File: src/rtl/i2c_mon_pkg.sv
// Shared types and constants for the passive I2C bus monitor.
package i2c_mon_pkg;

    // Monitor FSM states.
    typedef enum logic [2:0] {
        MON_IDLE     = 3'd0,
        MON_ADDR     = 3'd1,
        MON_ADDR_ACK = 3'd2,
        MON_DATA     = 3'd3,
        MON_DATA_ACK = 3'd4
    } mon_state_t;

    // SDA level seen in the 9th bit slot.
    localparam logic ACK_LVL  = 1'b0;
    localparam logic NACK_LVL = 1'b1;

    // Codebase rw-bit encoding (inverted w.r.t. the usual I2C convention).
    localparam logic RW_WRITE = 1'b1;
    localparam logic RW_READ  = 1'b0;

    // True when the sampled 9th-bit SDA level is an acknowledge.
    function automatic logic is_ack(input logic sda_lvl);
        return sda_lvl == ACK_LVL;
    endfunction

endpackage

File: src/rtl/i2c_line_sync.sv
// Synchroniser and edge/condition detector for the observed SCL/SDA lines.
module i2c_line_sync #(
    parameter int unsigned SYNC_STAGES = 2
) (
    input  logic clk,
    input  logic rst,
    input  logic scl,
    input  logic sda,
    output logic scl_s,
    output logic sda_s,
    output logic scl_rise,
    output logic scl_fall,
    output logic start_det,
    output logic stop_det
);

    logic [SYNC_STAGES-1:0] scl_sync_q;
    logic [SYNC_STAGES-1:0] sda_sync_q;
    logic                   scl_hist_q;
    logic                   sda_hist_q;

    // Synchroniser chains plus one history flop; reset to an idle (high) bus.
    always_ff @(posedge clk) begin
        if (rst) begin
            scl_sync_q <= '1;
            sda_sync_q <= '1;
            scl_hist_q <= 1'b1;
            sda_hist_q <= 1'b1;
        end else begin
            scl_sync_q <= {scl_sync_q[SYNC_STAGES-2:0], scl};
            sda_sync_q <= {sda_sync_q[SYNC_STAGES-2:0], sda};
            scl_hist_q <= scl_sync_q[SYNC_STAGES-1];
            sda_hist_q <= sda_sync_q[SYNC_STAGES-1];
        end
    end

    // Edge and START/STOP decode on the synchronised lines.
    always_comb begin
        scl_s     = scl_sync_q[SYNC_STAGES-1];
        sda_s     = sda_sync_q[SYNC_STAGES-1];
        scl_rise  = scl_s & ~scl_hist_q;
        scl_fall  = ~scl_s & scl_hist_q;
        start_det = scl_s & sda_hist_q & ~sda_s;
        stop_det  = scl_s & ~sda_hist_q & sda_s;
    end

endmodule

File: src/rtl/i2c_bus_monitor.sv
// Passive I2C bus monitor: decodes bytes/ACKs, summarises transactions and
// counts protocol errors. Observes scl/sda only and drives nothing onto the bus.
module i2c_bus_monitor
    import i2c_mon_pkg::*;
#(
    parameter int unsigned SYNC_STAGES = 2,
    parameter int unsigned BYTE_CNT_W  = 8,
    parameter int unsigned ERR_CNT_W   = 8,
    parameter int unsigned TIMEOUT_CYC = 1024,
    parameter logic [6:0]  MATCH_ADDR  = 7'h50
) (
    input  logic                  clk,
    input  logic                  rst,
    input  logic                  scl,
    input  logic                  sda,
    output logic                  evt_valid,
    output logic                  evt_is_addr,
    output logic [7:0]            evt_byte,
    output logic                  evt_ack,
    output logic                  txn_done,
    output logic [6:0]            txn_addr,
    output logic                  txn_rw,
    output logic [BYTE_CNT_W-1:0] txn_bytes,
    output logic                  txn_nack,
    output logic                  addr_match,
    output logic                  busy,
    output logic [ERR_CNT_W-1:0]  err_abort_cnt,
    output logic [ERR_CNT_W-1:0]  err_timeout_cnt
);

    localparam int unsigned TMO_W = $clog2(TIMEOUT_CYC + 1);

    logic scl_s, sda_s, scl_rise, scl_fall, start_det, stop_det;

    i2c_line_sync #(
        .SYNC_STAGES (SYNC_STAGES)
    ) u_line_sync (
        .clk       (clk),
        .rst       (rst),
        .scl       (scl),
        .sda       (sda),
        .scl_s     (scl_s),
        .sda_s     (sda_s),
        .scl_rise  (scl_rise),
        .scl_fall  (scl_fall),
        .start_det (start_det),
        .stop_det  (stop_det)
    );

    mon_state_t            state_q, state_d;
    logic [2:0]            bit_cnt_q, bit_cnt_d;
    logic [7:0]            shift_q, shift_d;
    logic                  pend_q, pend_d;
    logic                  pend_bit_q, pend_bit_d;
    logic [TMO_W-1:0]      tmo_q, tmo_d;
    logic                  busy_q, busy_d;
    logic [6:0]            addr_q, addr_d;
    logic                  rw_q, rw_d;
    logic [BYTE_CNT_W-1:0] byte_cnt_q, byte_cnt_d;
    logic                  nack_q, nack_d;
    logic                  match_q, match_d;
    logic                  evt_valid_q, evt_valid_d;
    logic                  evt_is_addr_q, evt_is_addr_d;
    logic [7:0]            evt_byte_q, evt_byte_d;
    logic                  evt_ack_q, evt_ack_d;
    logic                  txn_done_q, txn_done_d;
    logic [6:0]            txn_addr_q, txn_addr_d;
    logic                  txn_rw_q, txn_rw_d;
    logic [BYTE_CNT_W-1:0] txn_bytes_q, txn_bytes_d;
    logic                  txn_nack_q, txn_nack_d;
    logic [ERR_CNT_W-1:0]  err_abort_q, err_abort_d;
    logic [ERR_CNT_W-1:0]  err_tmo_q, err_tmo_d;
    logic [7:0]            new_byte;
    logic                  tmo_hit;

    // This cycle is the TIMEOUT_CYC-th consecutive SCL-low cycle of a transaction.
    assign tmo_hit = busy_q && !scl_s && (tmo_q == TMO_W'(TIMEOUT_CYC - 1));

    // Next-state decode. A data bit is sampled on SCL rise but only committed on
    // the following SCL fall, so the SCL rise that precedes a repeated START or a
    // STOP is not mistaken for the first bit of a byte.
    always_comb begin
        state_d       = state_q;
        bit_cnt_d     = bit_cnt_q;
        shift_d       = shift_q;
        pend_d        = pend_q;
        pend_bit_d    = pend_bit_q;
        tmo_d         = tmo_q;
        busy_d        = busy_q;
        addr_d        = addr_q;
        rw_d          = rw_q;
        byte_cnt_d    = byte_cnt_q;
        nack_d        = nack_q;
        match_d       = match_q;
        evt_valid_d   = 1'b0;
        evt_is_addr_d = evt_is_addr_q;
        evt_byte_d    = evt_byte_q;
        evt_ack_d     = evt_ack_q;
        txn_done_d    = 1'b0;
        txn_addr_d    = txn_addr_q;
        txn_rw_d      = txn_rw_q;
        txn_bytes_d   = txn_bytes_q;
        txn_nack_d    = txn_nack_q;
        err_abort_d   = err_abort_q;
        err_tmo_d     = err_tmo_q;
        new_byte      = {shift_q[6:0], pend_bit_q};

        if (state_q == MON_IDLE) begin
            if (start_det) begin
                state_d    = MON_ADDR;
                busy_d     = 1'b1;
                bit_cnt_d  = 3'd0;
                byte_cnt_d = '0;
                nack_d     = 1'b0;
                pend_d     = 1'b0;
                tmo_d      = '0;
            end
        end else if (start_det || stop_det) begin
            txn_done_d  = 1'b1;
            txn_addr_d  = addr_q;
            txn_rw_d    = rw_q;
            txn_bytes_d = byte_cnt_q;
            txn_nack_d  = nack_q;
            if (bit_cnt_q != 3'd0 && !(&err_abort_q)) begin
                err_abort_d = err_abort_q + 1'b1;
            end
            bit_cnt_d  = 3'd0;
            byte_cnt_d = '0;
            nack_d     = 1'b0;
            pend_d     = 1'b0;
            tmo_d      = '0;
            if (start_det) begin
                state_d = MON_ADDR;
            end else begin
                state_d = MON_IDLE;
                busy_d  = 1'b0;
                match_d = 1'b0;
            end
        end else if (tmo_hit) begin
            // Stuck bus: abandon the transaction silently (no summary pulse).
            if (!(&err_tmo_q)) begin
                err_tmo_d = err_tmo_q + 1'b1;
            end
            state_d   = MON_IDLE;
            busy_d    = 1'b0;
            match_d   = 1'b0;
            bit_cnt_d = 3'd0;
            pend_d    = 1'b0;
            tmo_d     = '0;
        end else begin
            tmo_d = scl_s ? '0 : tmo_q + 1'b1;
            case (state_q)
                MON_ADDR, MON_DATA: begin
                    if (scl_rise) begin
                        pend_d     = 1'b1;
                        pend_bit_d = sda_s;
                    end else if (scl_fall && pend_q) begin
                        pend_d  = 1'b0;
                        shift_d = new_byte;
                        if (bit_cnt_q == 3'd7) begin
                            bit_cnt_d = 3'd0;
                            if (state_q == MON_ADDR) begin
                                state_d = MON_ADDR_ACK;
                                addr_d  = new_byte[7:1];
                                rw_d    = new_byte[0];
                                match_d = (new_byte[7:1] == MATCH_ADDR);
                            end else begin
                                state_d = MON_DATA_ACK;
                            end
                        end else begin
                            bit_cnt_d = bit_cnt_q + 3'd1;
                        end
                    end
                end
                MON_ADDR_ACK, MON_DATA_ACK: begin
                    if (scl_rise) begin
                        evt_valid_d   = 1'b1;
                        evt_is_addr_d = (state_q == MON_ADDR_ACK);
                        evt_byte_d    = shift_q;
                        evt_ack_d     = is_ack(sda_s);
                        if (!is_ack(sda_s)) begin
                            nack_d = 1'b1;
                        end
                        if (state_q == MON_DATA_ACK && !(&byte_cnt_q)) begin
                            byte_cnt_d = byte_cnt_q + 1'b1;
                        end
                        state_d = MON_DATA;
                    end
                end
                default: ;
            endcase
        end
    end

    // State and output registers.
    always_ff @(posedge clk) begin
        if (rst) begin
            state_q       <= MON_IDLE;
            bit_cnt_q     <= 3'd0;
            shift_q       <= 8'd0;
            pend_q        <= 1'b0;
            pend_bit_q    <= 1'b0;
            tmo_q         <= '0;
            busy_q        <= 1'b0;
            addr_q        <= 7'd0;
            rw_q          <= 1'b0;
            byte_cnt_q    <= '0;
            nack_q        <= 1'b0;
            match_q       <= 1'b0;
            evt_valid_q   <= 1'b0;
            evt_is_addr_q <= 1'b0;
            evt_byte_q    <= 8'd0;
            evt_ack_q     <= 1'b0;
            txn_done_q    <= 1'b0;
            txn_addr_q    <= 7'd0;
            txn_rw_q      <= 1'b0;
            txn_bytes_q   <= '0;
            txn_nack_q    <= 1'b0;
            err_abort_q   <= '0;
            err_tmo_q     <= '0;
        end else begin
            state_q       <= state_d;
            bit_cnt_q     <= bit_cnt_d;
            shift_q       <= shift_d;
            pend_q        <= pend_d;
            pend_bit_q    <= pend_bit_d;
            tmo_q         <= tmo_d;
            busy_q        <= busy_d;
            addr_q        <= addr_d;
            rw_q          <= rw_d;
            byte_cnt_q    <= byte_cnt_d;
            nack_q        <= nack_d;
            match_q       <= match_d;
            evt_valid_q   <= evt_valid_d;
            evt_is_addr_q <= evt_is_addr_d;
            evt_byte_q    <= evt_byte_d;
            evt_ack_q     <= evt_ack_d;
            txn_done_q    <= txn_done_d;
            txn_addr_q    <= txn_addr_d;
            txn_rw_q      <= txn_rw_d;
            txn_bytes_q   <= txn_bytes_d;
            txn_nack_q    <= txn_nack_d;
            err_abort_q   <= err_abort_d;
            err_tmo_q     <= err_tmo_d;
        end
    end

    // Registered outputs.
    always_comb begin
        evt_valid       = evt_valid_q;
        evt_is_addr     = evt_is_addr_q;
        evt_byte        = evt_byte_q;
        evt_ack         = evt_ack_q;
        txn_done        = txn_done_q;
        txn_addr        = txn_addr_q;
        txn_rw          = txn_rw_q;
        txn_bytes       = txn_bytes_q;
        txn_nack        = txn_nack_q;
        addr_match      = match_q;
        busy            = busy_q;
        err_abort_cnt   = err_abort_q;
        err_timeout_cnt = err_tmo_q;
    end

endmodule

File: config.mk
export PLATFORM = sky130hd
export DESIGN_NAME = i2c_bus_monitor
export DESIGN_NICKNAME = d
export VERILOG_FILES = /design/src/rtl/i2c_mon_pkg.sv /design/src/rtl/i2c_line_sync.sv /design/src/rtl/i2c_bus_monitor.sv
export SDC_FILE = /design/constraint.sdc
export NUM_CORES = 1
export LEC_CHECK = 0
export ABC_AREA = 0
export CORE_MARGIN = 2
export CORE_UTILIZATION = 50
export DETAILED_ROUTE_END_ITERATION = 10
export PLACE_DENSITY = 0.75
export SYNTH_ARGS = -nofsm -noshare
export SYNTH_HDL_FRONTEND = slang
export SYNTH_SLANG_ARGS = --single-unit
File: constraint.sdc
create_clock -name clk -period 1.9 [get_ports clk]
set_input_delay 0.475 -clock clk [delete_from_list [all_inputs] [get_ports clk]]
set_output_delay 0.475 -clock clk [all_outputs]
set_load 0.05 [all_outputs]
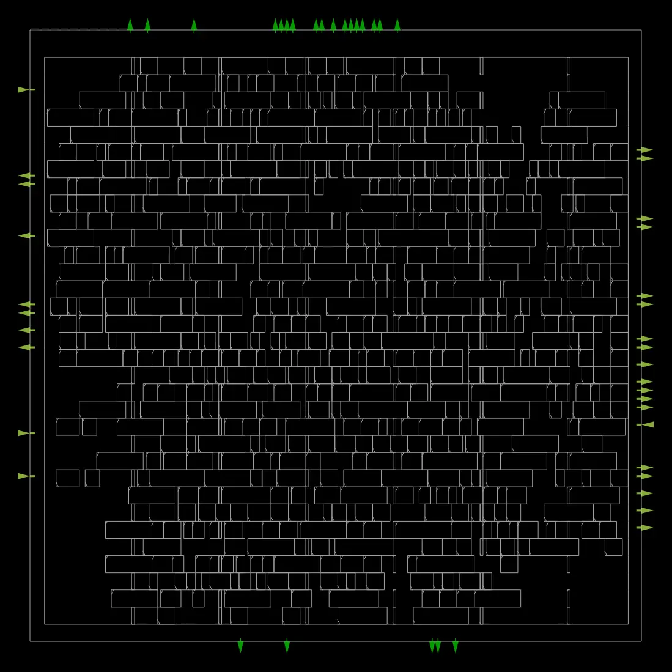
**Above:** run 1 (cell placement).
Tapcell Cnt: 105
Flops: 97

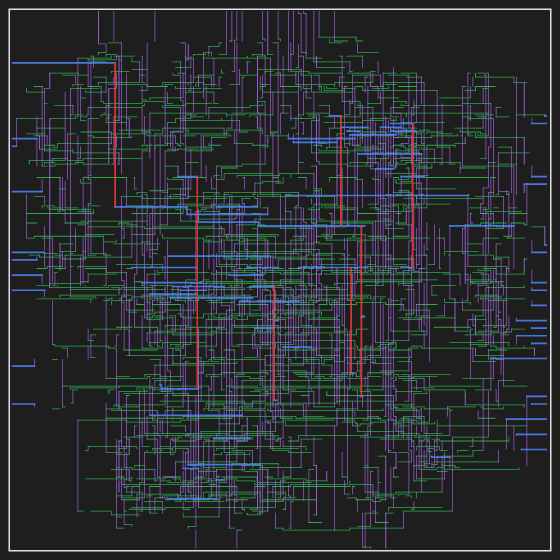
**Above:** run 1 (metal layers overlaid).
Blue is M3, wire length 499 µm. Green is M1, wire length 4910 µm. Red is M4, wire length 180 µm. Purple is M2, wire length 4960 µm.

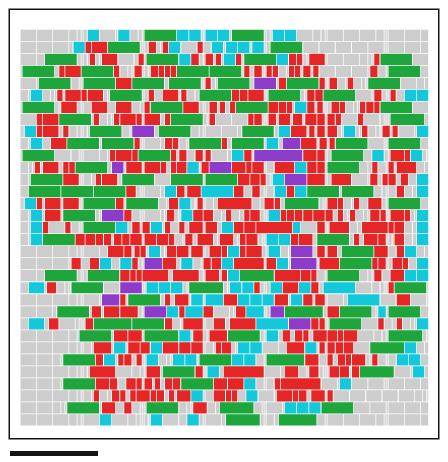
**Above:** run 1 (placed cells, one color a class).
The bar under the picture is 20 µm long. Fill, decap, tap and diode cells in gray.
Cyan is remaining buffers and delay cells, cells 119. Purple is clock drivers and dummy loads, cells 16. Green is registers, cells 97. Red is remaining logic cells, cells 373.

run 1: stage by stage:
step / cell area [µm²] / TNS [ps]
3_5_place_dp: 5260 / -265
4_1_cts: 5520 / 0
3_3_place_gp: 5260 / -10.3
2_1_floorplan: 4360 / -13.2
6_report: 5630 / 0
5_1_grt: 5630 / -167
run 1: layout make-up:
cell class                      instances  area [µm²]
Clock buffer                            9         124
Clock inverter                          7        96.3
Fill cell                             657        2670
Inverter                               12        45.0
Multi-Input combinational cell        361        2310
Sequential cell                        97        1970
Tap cell                              105         131
Timing Repair Buffer                  119         955
run 1: repair_timing:
| item | CTS | global route |
|---|---|---|
| resized | 6 | 27 |
| hold endpoints to repair | 0 | 0 |
| cloned | 0 | 1 |
| buffers inserted | 2 | 3 |
| endpoints found under the setup margin | 15 | 31 |
| pin swaps | 3 | 12 |
==> flow_summary.json, run 1 <==
{
  "row_count": 33,
  "grt_overflow_total": 0,
  "startpoint_type": "register",
  "ys_sh_simple": 0.253,
  "finalCritPeriodShare": 0.971,
  "core_area_mm2": 0.00830,
  "synth_nets": 508,
  "ys_cells": 497,
  "grt_usage": 0.214,
  "yosys.area.top_type": "dfxtp_1",
  "p_sw_frac": 0.273,
  "outcome": "finished clean",
  "synthMuxAreaShare": 0.0604,
  "ys_top_cells_by_count": "97 x dfxtp_1, 62 x nand2_1, 57 x nor2_1",
  "vias": 3996,
  "largest_reg_flops": 11,
  "final_cells": 710,
  "worst_slew_pin_slew_ps": 505,
  "p_leak_nw": 2.35,
  "p_int_mw": 2.87,
  "ant_nets": 0,
  "hold_violations": 0,
  "cp.required_ps": 2200
}
**Run 1: the metal 1 layer**

Supply wires on this layer in gray.
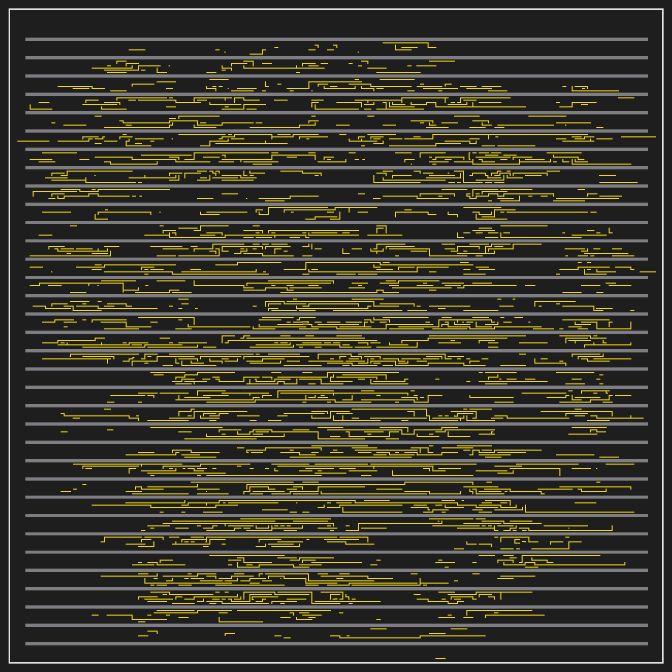

==> run 2, diff against run 1 <==
- PLACE_DENSITY: 0.75 -> default
- PLACE_DENSITY_LB_ADDON: default -> 0.05
- SKIP_CTS_REPAIR_TIMING: default -> 1
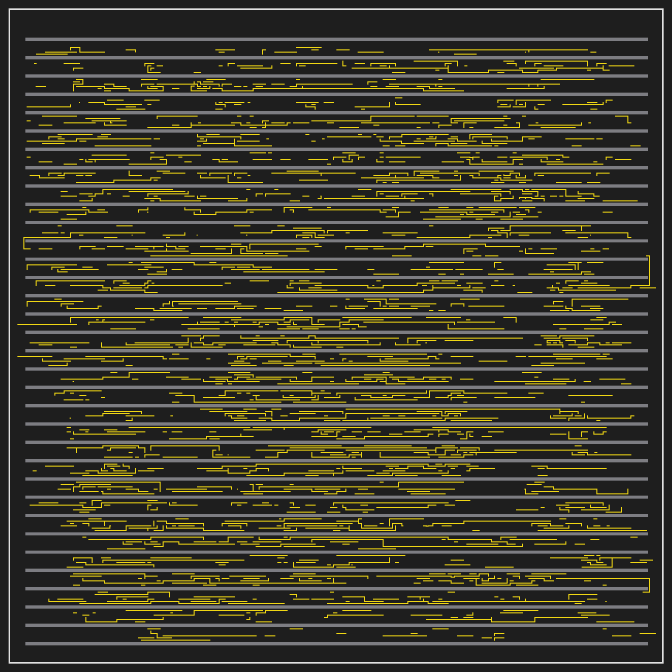
**Above:** run 2 (the metal 1 layer).
Supply wires on this layer in gray.
The layer carries 5040 µm of wire. The layer holds 47% of the routed length. 564 nets have wire on it. The wires run mostly horizontal.

==> run 2 against run 1 <==
Via count down 1.1%; global-route usage up 1.0 points; combinational power shrank 4%; design area is 0.22% lower; largest cell class unchanged.
==> flow_summary.json, run 2 <==
{
  "outcome": "finished clean",
  "synthMuxAreaShare": 0.0604,
  "placed_cell_area_mm2": 0.00523,
  "critPathLaunch": "tmo_q[0]",
  "rr_worst_depth": 6,
  "p_sw_frac": 0.273,
  "grt_overflow_total": 0,
  "worst_slew_pin_slew_ps": 419,
  "top_layer": "met4",
  "row_count": 33,
  "antenna_found_initial": 0,
  "ys_sh_simple": 0.253,
  "grt_usage": 0.225,
  "final_cells": 709,
  "synth_nets": 508,
  "design_area_mm2": 0.00562,
  "ys_cells": 497,
  "hold_violations": 0,
  "ys_top_cells_by_count": "97 x dfxtp_1, 62 x nand2_1, 57 x nor2_1",
  "cp.required_ps": 2220,
  "ant_nets": 0,
  "p_leak_nw": 2.34,
  "core_area_mm2": 0.00830,
  "p_int_mw": 2.86,
  "largest_reg_flops": 11,
  "p_per_area_mw_per_mm2": 699,
  "port_buffers": 50,
  "detail_route.wl_per_cell_um": 15.0,
  "finalCritPeriodShare": 1.00,
  "vias": 3952
}
run 2: worst min-delay path by stage:
| stage | start | endpoint | slack [ps] | cells after the start |
|---|---|---|---|---|
| after floorplan | u_line_sync.scl_sync_q[0] | u_line_sync.scl_sync_q[1] | 390 | 1 |
| after detailed placement | u_line_sync.sda_sync_q[0] | u_line_sync.sda_sync_q[1] | 400 | 1 |
| after CTS | rst | state_q[0] | 340 | 2 |
| after global placement | u_line_sync.sda_sync_q[0] | u_line_sync.sda_sync_q[1] | 390 | 1 |
| final | rst | state_q[0] | 360 | 2 |
| after global routing | rst | state_q[0] | 360 | 2 |
run 2: area by class of cell:
type	count	area, µm²
flip-flops and latches	97	1970
inverters	12	45.0
clock inverters	7	95.1
well taps	105	131
fillers	711	2680
clock buffers	9	124
repair buffers	117	917
multi-input cells	362	2330
==> run 3, diff against run 2 <==
- ABC_CLOCK_PERIOD_IN_PS: default -> 1900
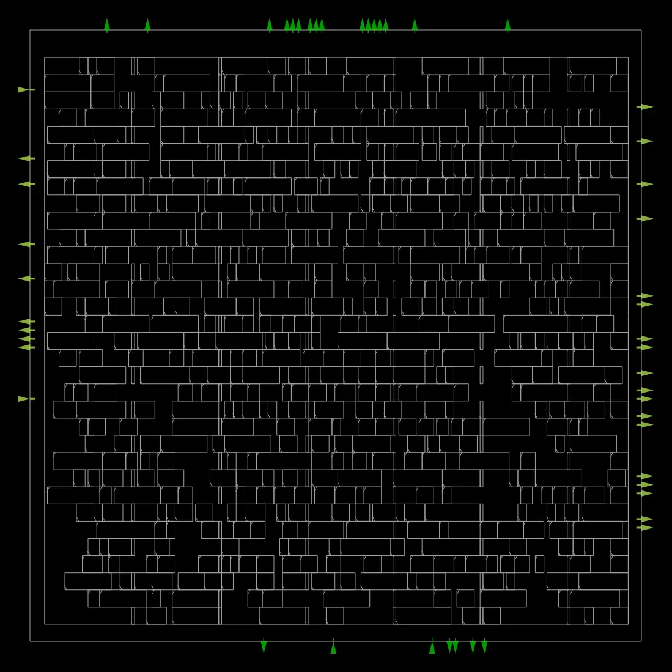
**Above:** run 3 (cell placement).
Seq/total area: 0.350
fillers: 711

==> run 3 against run 2 <==
Non-clock buffer count unchanged; critical endpoint unchanged; critical path depth unchanged; highest routed layer unchanged; cell count unchanged; register-to-register slack about the same; design area unchanged; power unchanged.
==> flow_summary.json, run 3 <==
{
  "num-multi-input-gates": 362,
  "final_cell_mix": "110 x buf_4, 82 x dfxtp_1, 61 x nand2_1",
  "maxPowerGroup": "sequential cells",
  "buf_share": 0.163,
  "p_sw_frac": 0.273,
  "outcome": "finished clean",
  "grt_overflow_total": 0,
  "p_switching_mw": 1.07,
  "grtUsageMet3": 0.0332,
  "rr_worst_depth": 6,
  "startpoint_type": "register",
  "tns_ps": 0,
  "comb_area_mm2": 0.00233,
  "port_buffers": 50,
  "clkCellAreaFrac": 0.0390,
  "worst_slew_pin_slew_ps": 419,
  "antenna_found_initial": 0,
  "detail_route.wl_per_cell_um": 15.0,
  "placed_cell_area_mm2": 0.00523,
  "row_count": 33,
  "comb_area_share": 0.416,
  "design_area_mm2": 0.00562,
  "p_leak_nw": 2.34,
  "nFlopsAndLatches": 97,
  "core_area_mm2": 0.00830,
  "clkbuf_count": 9,
  "largest_reg_flops": 11,
  "p_int_mw": 2.86,
  "ant_nets": 0,
  "synth_nets": 508,
  "cp.required_ps": 2220,
  "vias": 3952,
  "whs_path_depth": 2,
  "seq_area_mm2": 0.00197,
  "largest_cell_class": "combinational gates",
  "ys_top_cells_by_count": "97 x dfxtp_1, 62 x nand2_1, 57 x nor2_1",
  "buffers": 117,
  "ys_cells": 497,
  "p_per_area_mw_per_mm2": 699,
  "hp-start": "rst",
  "grt_usage": 0.225,
  "top_layer": "met4",
  "min_to": "state_q[0]",
  "nWellTaps": 105
}
## run 3: logic make-up after synthesis
| logic type | count (synthesis) | share of synthesized area |
|---|---|---|
| buffers and inverters | 39 | 0.0406 |
| AND/OR/NAND/NOR | 218 | 0.253 |
| adder cells (fa/ha/maj) | 8 | 0.0226 |
| flip-flops | 97 | 0.451 |
| XOR/XNOR | 14 | 0.0319 |
| AND-OR/OR-AND | 95 | 0.140 |
| multiplexers | 26 | 0.0604 |
## run 3: critical path: cells and delay by family (launching register included)
| kind | cells | cell delay (ps) |
|---|---|---|
| and+or+nand+nor | 4 | 1230 |
| DFF | 1 | 370 |
| adders and majority gates | 1 | 140 |
| AOI/OAI and AO/OA | 1 | 110 |

==> screenshots <==
Routed metal per tile.
19 x 19 tiles, from black (low) to pale yellow (high), scaled to the fullest tile. Values are wire area over tile area, all layers added.
panel A
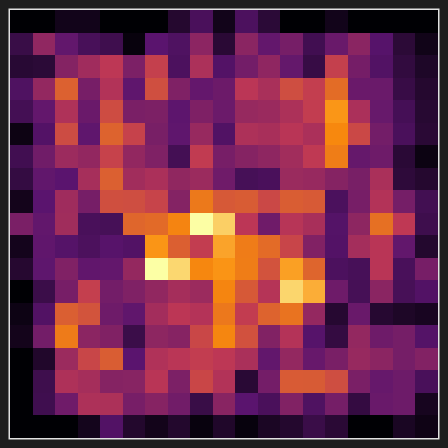
panel B
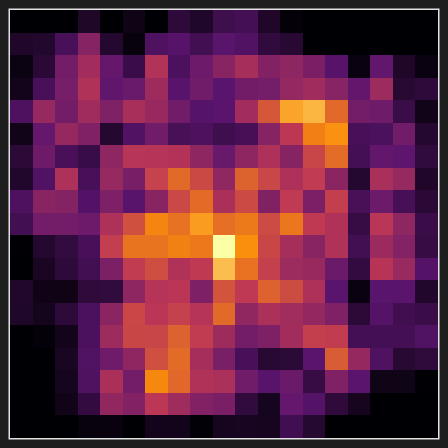
| picture | from |
|---|---|
| panel B | run 1 |
| panel A | run 2 |

Key to panel A:
20% of the tiles are over half the peak. The fullest tile reaches 0.52. 5.5% of the tiles are nearly empty. The mean over all tiles is 0.18. The densest ninth of the die: center.

Power is estimated from default activity; no workload was simulated.
